## config.mk

```make
export PLATFORM = sky130hd
export DESIGN_NAME = jtoutrun_obj_scan
export DESIGN_NICKNAME = d
export VERILOG_FILES = /design/src/rtl/jtoutrun_obj_scan.sv
export SDC_FILE = /design/constraint.sdc
export NUM_CORES = 1
export LEC_CHECK = 0
export ABC_AREA = 1
export CAP_MARGIN = 0
export CORE_ASPECT_RATIO = 1.2
export CORE_MARGIN = 2
export CORE_UTILIZATION = 49
export CTS_CLUSTER_SIZE = 30
export DETAILED_ROUTE_END_ITERATION = 7
export PLACE_DENSITY = 0.84
export SLEW_MARGIN = 20
export SYNTH_ARGS = -nofsm -noshare
export SYNTH_HDL_FRONTEND = slang
export SYNTH_SLANG_ARGS = --single-unit
export TNS_END_PERCENT = 10
```

## constraint.sdc

```tcl
create_clock -name clk -period 2.2 [get_ports clk]
set_input_delay 0.22 -clock clk [delete_from_list [all_inputs] [get_ports clk]]
set_output_delay 0.22 -clock clk [all_outputs]
set_load 0.01 [all_outputs]
```

## src/rtl/jtoutrun_obj_scan.sv

```systemverilog
// jtoutrun_obj_scan: walks the object table once per line and hands every
// entry that covers the line being prepared to the draw engine.
// The CPU and the scanner each own one table buffer; 'half' picks the CPU
// buffer and the swap takes effect at the start of vertical blank.
// Optional feature macro: JTOUTRUN_OBJ_CLR_EN, which clears the scanner
// buffer (end marker into word 0 of every entry) when vblank ends.
module jtoutrun_obj_scan (
  input  logic        clk,
  input  logic        rst,
  input  logic        hs,
  input  logic        lvbl,
  input  logic [8:0]  vrender,
  input  logic        swap_req,
  output logic        half,
  output logic [9:0]  tbl_addr,
  input  logic [15:0] tbl_dout,
  output logic        tbl_we,
  output logic [15:0] tbl_din,
  output logic        dr_start,
  input  logic        dr_busy,
  output logic [8:0]  dr_row,
  output logic [15:0] dr_xpos,
  output logic [15:0] dr_addr,
  output logic [15:0] dr_attr
);

`ifdef JTOUTRUN_OBJ_CLR_EN
  typedef enum logic [3:0] {IDLE, RD0, RD1, CHK, RD2, RD3, RD4, REQ, NEXT, CLR} state_t;
`else
  typedef enum logic [3:0] {IDLE, RD0, RD1, CHK, RD2, RD3, RD4, REQ, NEXT} state_t;
`endif

  state_t      state, state_nxt;
  logic        hs_l, lvbl_l;
  logic        hs_rise, lvbl_fall;
  logic        start_scan;
  logic [8:0]  line;
  logic [6:0]  entry;
  logic        end_q, hide_q;
  logic [8:0]  top_q;
  logic        in_range, visible, last_entry;
  logic        swap_pend;

  // The address register always runs one word ahead of the data being
  // captured, so tbl_dout for the word addressed in one cycle is sampled at
  // the end of the following cycle. Word 1 is consumed straight off the bus
  // in CHK, where it arrives, so no extra state is needed for the compare.
  assign hs_rise    = hs & ~hs_l;
  assign lvbl_fall  = ~lvbl & lvbl_l;
  assign last_entry = (entry == 7'd127);
  assign in_range   = (line >= top_q) && (line <= tbl_dout[8:0]);
  assign visible    = ~hide_q & in_range;

`ifdef JTOUTRUN_OBJ_CLR_EN
  logic clr_start;
  // A clear starting in the same clk as a line strobe wins; that strobe is lost.
  assign clr_start  = (state == IDLE) && lvbl && !lvbl_l;
  assign start_scan = hs_rise && (state != CLR) && !clr_start &&
                      ((state != IDLE) || lvbl);
`else
  assign start_scan = hs_rise && ((state != IDLE) || lvbl);
`endif

  // Edge detectors for the line strobe and the blanking signal
  always_ff @(posedge clk) begin
    hs_l   <= hs;
    lvbl_l <= lvbl;
  end

  // State register
  always_ff @(posedge clk) begin
    if (rst) state <= IDLE;
    else     state <= state_nxt;
  end

  // Next-state logic; a line strobe outside IDLE restarts the scan at entry 0
  always_comb begin
    state_nxt = state;
    case (state)
      IDLE: begin
`ifdef JTOUTRUN_OBJ_CLR_EN
        if (clr_start) state_nxt = CLR;
`endif
      end
      RD0:  state_nxt = RD1;
      RD1:  state_nxt = CHK;
      CHK: begin
        if (end_q)         state_nxt = IDLE;
        else if (!visible) state_nxt = NEXT;
        else               state_nxt = RD2;
      end
      RD2:  state_nxt = RD3;
      RD3:  state_nxt = RD4;
      RD4:  state_nxt = REQ;
      REQ:  if (!dr_busy) state_nxt = NEXT;
      NEXT: state_nxt = last_entry ? IDLE : RD0;
`ifdef JTOUTRUN_OBJ_CLR_EN
      CLR:  if (last_entry) state_nxt = IDLE;
`endif
      default: state_nxt = IDLE;
    endcase
    if (start_scan) state_nxt = RD0;
  end

  // Table walk datapath: address sequencing, entry capture and draw request
  always_ff @(posedge clk) begin
    if (rst) begin
      line     <= 9'd0;
      entry    <= 7'd0;
      end_q    <= 1'b0;
      hide_q   <= 1'b0;
      top_q    <= 9'd0;
      tbl_addr <= 10'd0;
      dr_start <= 1'b0;
      dr_row   <= 9'd0;
      dr_xpos  <= 16'd0;
      dr_addr  <= 16'd0;
      dr_attr  <= 16'd0;
    end else begin
      dr_start <= 1'b0;
      if (start_scan) begin
        line     <= vrender;
        entry    <= 7'd0;
        tbl_addr <= 10'd0;
      end else begin
        case (state)
`ifdef JTOUTRUN_OBJ_CLR_EN
          IDLE: begin
            if (clr_start) begin
              entry    <= 7'd0;
              tbl_addr <= 10'd0;
            end
          end
          CLR: begin
            if (!last_entry) begin
              entry    <= entry + 7'd1;
              tbl_addr <= {entry + 7'd1, 3'd0};
            end
          end
`endif
          RD0: tbl_addr <= {entry, 3'd1};
          RD1: begin
            tbl_addr <= {entry, 3'd2};
            end_q    <= tbl_dout[15];
            hide_q   <= tbl_dout[14];
            top_q    <= tbl_dout[8:0];
          end
          CHK: begin
            if (!end_q && visible) begin
              tbl_addr <= {entry, 3'd3};
              dr_row   <= line - top_q;
            end
          end
          RD2: begin
            tbl_addr <= {entry, 3'd4};
            dr_xpos  <= tbl_dout;
          end
          RD3: dr_addr <= tbl_dout;
          RD4: dr_attr <= tbl_dout;
          REQ: if (!dr_busy) dr_start <= 1'b1;
          NEXT: begin
            if (!last_entry) begin
              entry    <= entry + 7'd1;
              tbl_addr <= {entry + 7'd1, 3'd0};
            end
          end
          default: ;
        endcase
      end
    end
  end

  // Buffer swap: a request waits for the next vblank start, or swaps right
  // away if it arrives in the same clk as that edge
  always_ff @(posedge clk) begin
    if (rst) begin
      half      <= 1'b0;
      swap_pend <= 1'b0;
    end else if (lvbl_fall && (swap_pend || swap_req)) begin
      half      <= ~half;
      swap_pend <= 1'b0;
    end else if (swap_req) begin
      swap_pend <= 1'b1;
    end
  end

`ifdef JTOUTRUN_OBJ_CLR_EN
  // Write strobe follows the state being entered so it lines up with tbl_addr
  always_ff @(posedge clk) begin
    if (rst) begin
      tbl_we  <= 1'b0;
      tbl_din <= 16'h0000;
    end else begin
      tbl_we  <= (state_nxt == CLR);
      tbl_din <= (state_nxt == CLR) ? 16'h8000 : 16'h0000;
    end
  end
`else
  assign tbl_we  = 1'b0;
  assign tbl_din = 16'h0000;
`endif

endmodule

```

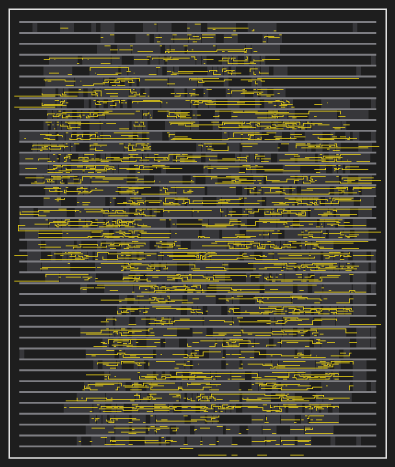
(run_1/met1.png)
Scale: 4 px per µm. Supply wires on this layer in gray. Cells faint in the background.
share of all routed wire: 40%
longest straight run: 26.7 µm
main direction: horizontal
wire length on this layer: 4830 µm
aggregate routed wire length: 12030 µm
via total after detailed routing: 4460

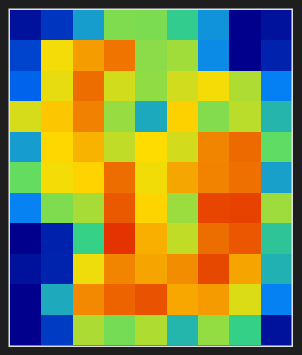
(run_1/density.png)
Scale: 3 px per µm. 9 x 11 tiles, from dark blue (low) to red (high), 0 to 100% covered.
tiles over 75% full: 34%
fullest tile: 94%
nearly empty tiles: 5.1%
Core Area: 0.009467 mm²
post-route core utilization: 0.6504
fp util: 0.5015

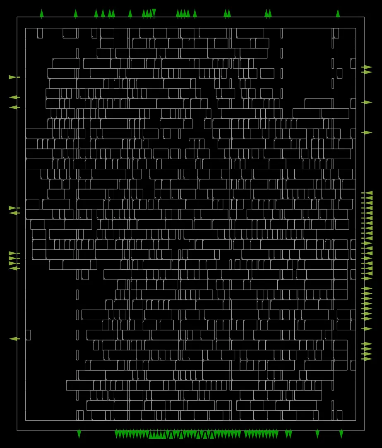
(run_1/final_placement.png)
tally of filler cells in the layout: 786
site row count: 39
count of non-filler cells in the finished layout: 861

-- run 1: cells in the mapped netlist (2+ instances only) --
cell	count	area (µm²)
sky130_fd_sc_hd__nand4_2	2	25.02
sky130_fd_sc_hd__nand2_2	4	25.02
sky130_fd_sc_hd__o21ai_1	9	45.04
sky130_fd_sc_hd__a21oi_1	60	300.3
sky130_fd_sc_hd__buf_4	19	142.6
sky130_fd_sc_hd__dfxtp_1	103	2062
sky130_fd_sc_hd__nand4_1	9	56.30
sky130_fd_sc_hd__xnor2_1	5	43.79
sky130_fd_sc_hd__nor2_1	106	397.9
sky130_fd_sc_hd__nor3_1	5	25.02
sky130_fd_sc_hd__buf_6	2	22.52
sky130_fd_sc_hd__nand2_1	79	296.5
sky130_fd_sc_hd__buf_2	8	40.04
sky130_fd_sc_hd__xor2_1	4	35.03
sky130_fd_sc_hd__inv_2	7	26.28
sky130_fd_sc_hd__nor2_4	4	45.04
sky130_fd_sc_hd__o21ai_0	65	325.3
sky130_fd_sc_hd__nand3_1	24	120.1
sky130_fd_sc_hd__clkbuf_1	9	33.78
sky130_fd_sc_hd__a21o_1	3	22.52
sky130_fd_sc_hd__inv_1	60	225.2
sky130_fd_sc_hd__nor2_2	5	31.28
sky130_fd_sc_hd__ha_1	19	237.7
-- run 1: through the flow --
step / hold WS [ps] / total power (W) / instance area [µm²] / utilization
global route: 329.1 / 0.004478 / 6157 / 0.6504
global placement: 448.9 / 0.002772 / 5868 / 0.6199
floorplan: 247.7 / 0.002536 / 4807 / -
CTS: 336.6 / 0.004270 / 6147 / 0.6494
finish: 338.9 / 0.004261 / 6157 / 0.6504
detailed placement: 444.1 / 0.002783 / 5868 / 0.6199
==> run_results.csv, run 1 <==
group,metric,value,unit
worst_setup_path,worstReg2RegEnd,"tbl_addr[9]",
worst_setup_path,required,2440,ps
final_layout,design.final.nets,784,
grt,grt_pass1_vias,4285,
timing,timing.final.crit_period,2000,ps
grt,initial_antenna_violation_count,0,
power,p_sw,0.001217,W
die,die_area,0.01049,mm²
timing,setup_slack,200.5,ps
logic_synthesis,most_frequently_used_flop_master_after_synthesis,"sky130_fd_sc_hd__dfxtp_1",
timing,finalSetupTns,0,ps
logic_synthesis,simple_gate_share,0.2319,
outcome,outcome,"finished clean",
worst_setup_path,timing.critical_path.cells,"ha_1 > nand2_1 > inv_1 > a21oi_1 > nand4_2 > nand2_4 > nor2_8 > nand3_1 > nand2_4 > nor2_1 > nor2_1",
worst_setup_path,crit_path_max_incr_delay,390,ps
route,wl_met2,6139,µm
logic_synthesis,synth_chip_area,0.004747,mm²
worst_setup_path,worst_r2r_startpoint,"line[8]",
worst_setup_path,timing.critical_path.slowest_stage_cell,"sky130_fd_sc_hd__ha_1",
logic_synthesis,ys_ff,103,
power,seqPwrFrac,0.462,
place,gpl_congestion,0.9524,
grt,gr-usage-met2,0.4090,
grt,grt_max_degree,73,
route,routed_length_per_placed_instance,13.98,µm
worst_setup_path,rrSetupSlack,200,ps
cts,clock_latency,350,ps
==> inputs of run 2 (changes only) <==
RECOVER_POWER = 100   (was default)
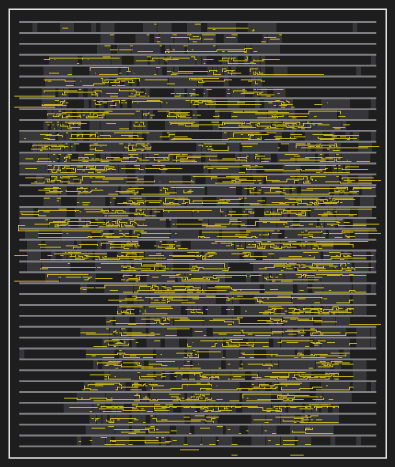
(run_2/met1.png)
Scale: 4 px per µm. Supply wires on this layer in gray. Cells faint in the background.
share of all routed wire: 40%
main direction: horizontal
routing usage on met1: 0.2604
aggregate routed wire length: 11960 µm
via total after detailed routing: 4456

==> run 2 against run 1 <==
Total power is 0.62% lower. Global-route usage stayed put. Hold slack better by 100 ps. Maximum frequency is 0.22% lower. Clock power hardly changed. Sequential share of layout area is 0.13 points higher. Sequential cell count stayed put. Critical path depth stayed put. Final area is 0.39% lower. Final cell count stayed put. First-iteration DRC count is 12% higher. Clock-buffer cell count stayed put. Critical endpoint is now tbl_addr[1].
==> run_results.csv, run 2 <==
group,metric,value,unit
route,wl_met2,6186,µm
final_layout,drive_gt1_frac,0.07995,
timing,final.hold.worst_slack,443.9,ps
final_layout,layout.area.comb,0.002246,mm²
timing,timing.final.crit_period,2004,ps
logic_synthesis,synthDistinctLibCells,38,
logic_synthesis,most_frequently_used_flop_master_after_synthesis,"sky130_fd_sc_hd__dfxtp_1",
die,die_area,0.01049,mm²
grt,grt_pass1_vias,4285,
die,std_cell_rows,39,
power,p_sw,0.001207,W
grt,initial_antenna_violation_count,0,
outcome,outcome,"finished clean",
logic_synthesis,synthDominantCellAreaShare,0.4344,
grt,grt_max_degree,73,
die,placeableCoreArea,0.009467,mm²
logic_synthesis,ys_ff,103,
final_layout,fillerInstances,788,
worst_setup_path,required,2450,ps
cts,clock_latency,350,ps
grt,gr-usage-met2,0.4090,
die,fp_util,0.5015,
logic_synthesis,netlist_top_cells_area,"sky130_fd_sc_hd__dfxtp_1 43%, sky130_fd_sc_hd__nor2_1 8.4%, sky130_fd_sc_hd__o21ai_0 6.9%",
logic_synthesis,synthDominantAreaCellType,"sky130_fd_sc_hd__dfxtp_1",
logic_synthesis,synth.cells.most_frequent,"106 x sky130_fd_sc_hd__nor2_1, 103 x sky130_fd_sc_hd__dfxtp_1, 79 x sky130_fd_sc_hd__nand2_1",
logic_synthesis,most_common_cell,"sky130_fd_sc_hd__nor2_1",
final_layout,finish.utilization,0.6479,
power,power.switching_fraction,0.2850,
[run 2: kinds of logic after synthesis]
group	count (synthesis)	share of synthesized area
simple gates	245	0.2319
compound gates	143	0.1587
buf+inv	105	0.1033
flops	103	0.4344
fa+ha+maj	20	0.05430
xor+xnor	9	0.01660
other cells	1	0.0007900
[run 2: path summary, 6_finish.rpt]
| check | start | end | slack [ps] |
|---|---|---|---|
| min | lvbl | lvbl_l | 440 |
| max | line[8] | tbl_addr[1] | 200 |
| max reg2reg | line[8] | tbl_addr[1] | 200 |
| min reg2reg | half | half | 460 |
[run 2: worst max-delay path: stages, from the launching register on]
cell,delay [ps]
sky130_fd_sc_hd__dfxtp_1,360
sky130_fd_sc_hd__ha_1,390
sky130_fd_sc_hd__nand2_1,130
sky130_fd_sc_hd__inv_1,40
sky130_fd_sc_hd__a21oi_1,200
sky130_fd_sc_hd__nand4_2,200
sky130_fd_sc_hd__nand4_1,170
sky130_fd_sc_hd__nand2_2,140
sky130_fd_sc_hd__nand2_1,120
sky130_fd_sc_hd__nand2_1,60
sky130_fd_sc_hd__nand2_1,60
sky130_fd_sc_hd__inv_1,40
[run 2: stage by stage]
stage	instances	TNS, ps	area (µm²)	power [W]	setup WS (ps)
after global placement	845	-1437	5868	0.002772	-91.15
after detailed placement	845	-1999	5868	0.002783	-128.9
final	861	0	6133	0.004235	196.0
after CTS	861	0	6147	0.004270	113.1
after floorplan	642	0	4807	0.002536	447.5
after global routing	861	0	6133	0.004457	14.81
[run 2: power by group through the flow]
stage                     combinational (W)  clock, W  sequential, W
after global routing               0.000866   0.00162        0.00197
after CTS                          0.000781   0.00152        0.00197
final                              0.000768   0.00150        0.00197
after floorplan                    0.000519         0        0.00202
after detailed placement           0.000771         0        0.00201
after global placement             0.000761         0        0.00201
==> inputs of run 3 (changes only) <==
SKIP_CTS_REPAIR_TIMING = 1   (was default)
SKIP_LAST_GASP = 1   (was default)
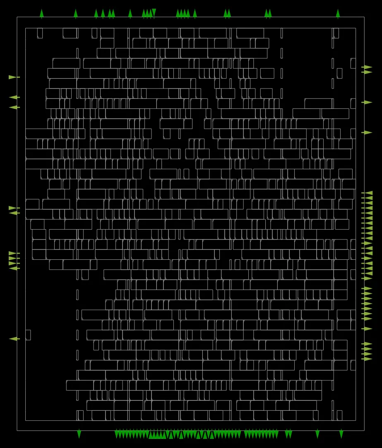
(run_3/final_placement.png)
tap cell count: 123
fraction of area in registers: 0.3360
post-route core utilization: 0.6483

==> run 3 against run 2 <==
Synthesized area unchanged. Critical endpoint is now tbl_addr[9]. Total power about the same. Routed wire length increased by 0.10%. Final area barely moved. First-iteration DRC count decreased by 7.6%. Highest routed layer unchanged. Register-to-register slack lost 20 ps. Sequential share of layout area about the same. Critical path depth increased by 5. Clock skew grew 0.87 ps. Combinational power about the same.
==> run_results.csv, run 3 <==
group,metric,value,unit
outcome,outcome,"finished clean",
logic_synthesis,xor_share,0.01661,
logic_synthesis,synth.cellmix.compoundShare,0.1587,
worst_setup_path,required,2490,ps
timing,final.hold.worst_slack,441.1,ps
route,dr_total_vias,4441,
route,wl_met2,6174,µm
logic_synthesis,synthDominantCellAreaShare,0.4344,
logic_synthesis,post_synth_mux_area_share,0,
worst_setup_path,critical_path.startpoint,"tbl_dout[4]",
worst_setup_path,cp_common_cell,"sky130_fd_sc_hd__nand2_1",
die,std_cell_rows,39,
logic_synthesis,post_synth_main_logic_family,"simple AND/OR/NAND/NOR gates",
logic_synthesis,ys_sh_adder,0.05430,
timing,finalSetupTns,0,ps
grt,grt_pass1_vias,4285,
final_layout,post_layout_instance_area,0.006137,mm²
grt,initial_antenna_violation_count,0,
cts,clock_latency,350,ps
place,dp.cells,845,
worst_setup_path,crit_path_max_incr_delay,500,ps
logic_synthesis,simple_gate_share,0.2319,
worst_setup_path,timing.critical_path.slowest_stage_cell,"sky130_fd_sc_hd__clkdlybuf4s50_1",
place,detailedPlace.worstSlack,-128.9,ps
logic_synthesis,synthDistinctLibCells,38,
die,placeableCoreArea,0.009467,mm²
final_layout,instances_no_fill,861,
logic_synthesis,ys_ff,103,
logic_synthesis,netlist_top_cells_area,"sky130_fd_sc_hd__dfxtp_1 43%, sky130_fd_sc_hd__nor2_1 8.4%, sky130_fd_sc_hd__o21ai_0 6.9%",
route,iteration_0_drc_markers,218,
logic_synthesis,most_common_cell,"sky130_fd_sc_hd__nor2_1",
final_layout,drive_gt1_frac,0.07995,
grt,grt_max_degree,73,
power,total_power,0.004238,W
logic_synthesis,synth.cells.most_frequent,"106 x sky130_fd_sc_hd__nor2_1, 103 x sky130_fd_sc_hd__dfxtp_1, 79 x sky130_fd_sc_hd__nand2_1",
timing,setup_slack,167.6,ps
logic_synthesis,most_frequently_used_flop_master_after_synthesis,"sky130_fd_sc_hd__dfxtp_1",
place,postPlaceCellArea,0.005868,mm²
[run 3: cell counts after synthesis]
Identical to the previous run, type by type.
[run 3: routing by layer]
| layer | vias to the layer above | track usage |
|---|---|---|
| li1 | 2216 | - |
| met1 | 2043 | 0.2604 |
| met2 | 146 | 0.4090 |
| met3 | 36 | 0.05480 |
| met4 | 0 | 0.1063 |
| met5 | - | 0 |
[run 3: area by class of cell]
| type | count | area, µm² |
|---|---|---|
| Fill cell | 788 | 3329 |
| Tap cell | 123 | 153.9 |
| Timing Repair Buffer | 118 | 1144 |
| Sequential cell | 103 | 2062 |
| Clock buffer | 9 | 225.2 |
| Inverter | 67 | 251.5 |
| Multi-Input combinational cell | 434 | 2247 |
| Clock inverter | 7 | 53.80 |
[run 3: cells by family (layout without fill, tap and decap cells)]
family | after synthesis | in the layout
flip-flops | 103 | 103
other | 1 | 17
AND/OR/NAND/NOR | 245 | 245
adder cells (fa/ha/maj) | 20 | 20
XOR/XNOR | 9 | 9
AND-OR/OR-AND | 143 | 143
buffers and inverters | 105 | 201
[run 3: where the power goes]
part	switching [W]	leakage (nW)	total [W]	internal [W]
Clock	0.000729	0.129	0.00151	0.000777
Sequential	0.0000402	0.834	0.00197	0.00193
Combinational	0.000442	1.91	0.000766	0.000324
Total	0.00121	2.87	0.00424	0.00303
[run 3: worst max-delay path, delay by kind of cell]
kind | cells | cell delay (ps)
adders and majority gates | 1 | 310
buffers and inverters | 3 | 640
and+or+nand+nor | 12 | 1150
[run 3: path summary, 6_finish.rpt]
check	to	slack [ps]	depth (start not counted)
setup / recovery	tbl_addr[9]	170	16
hold / removal	lvbl_l	440	1
setup reg to reg	tbl_addr[9]	180	11
hold reg to reg	half	460	1
Power figures rest on the tool's default switching activity, not on a simulated workload.
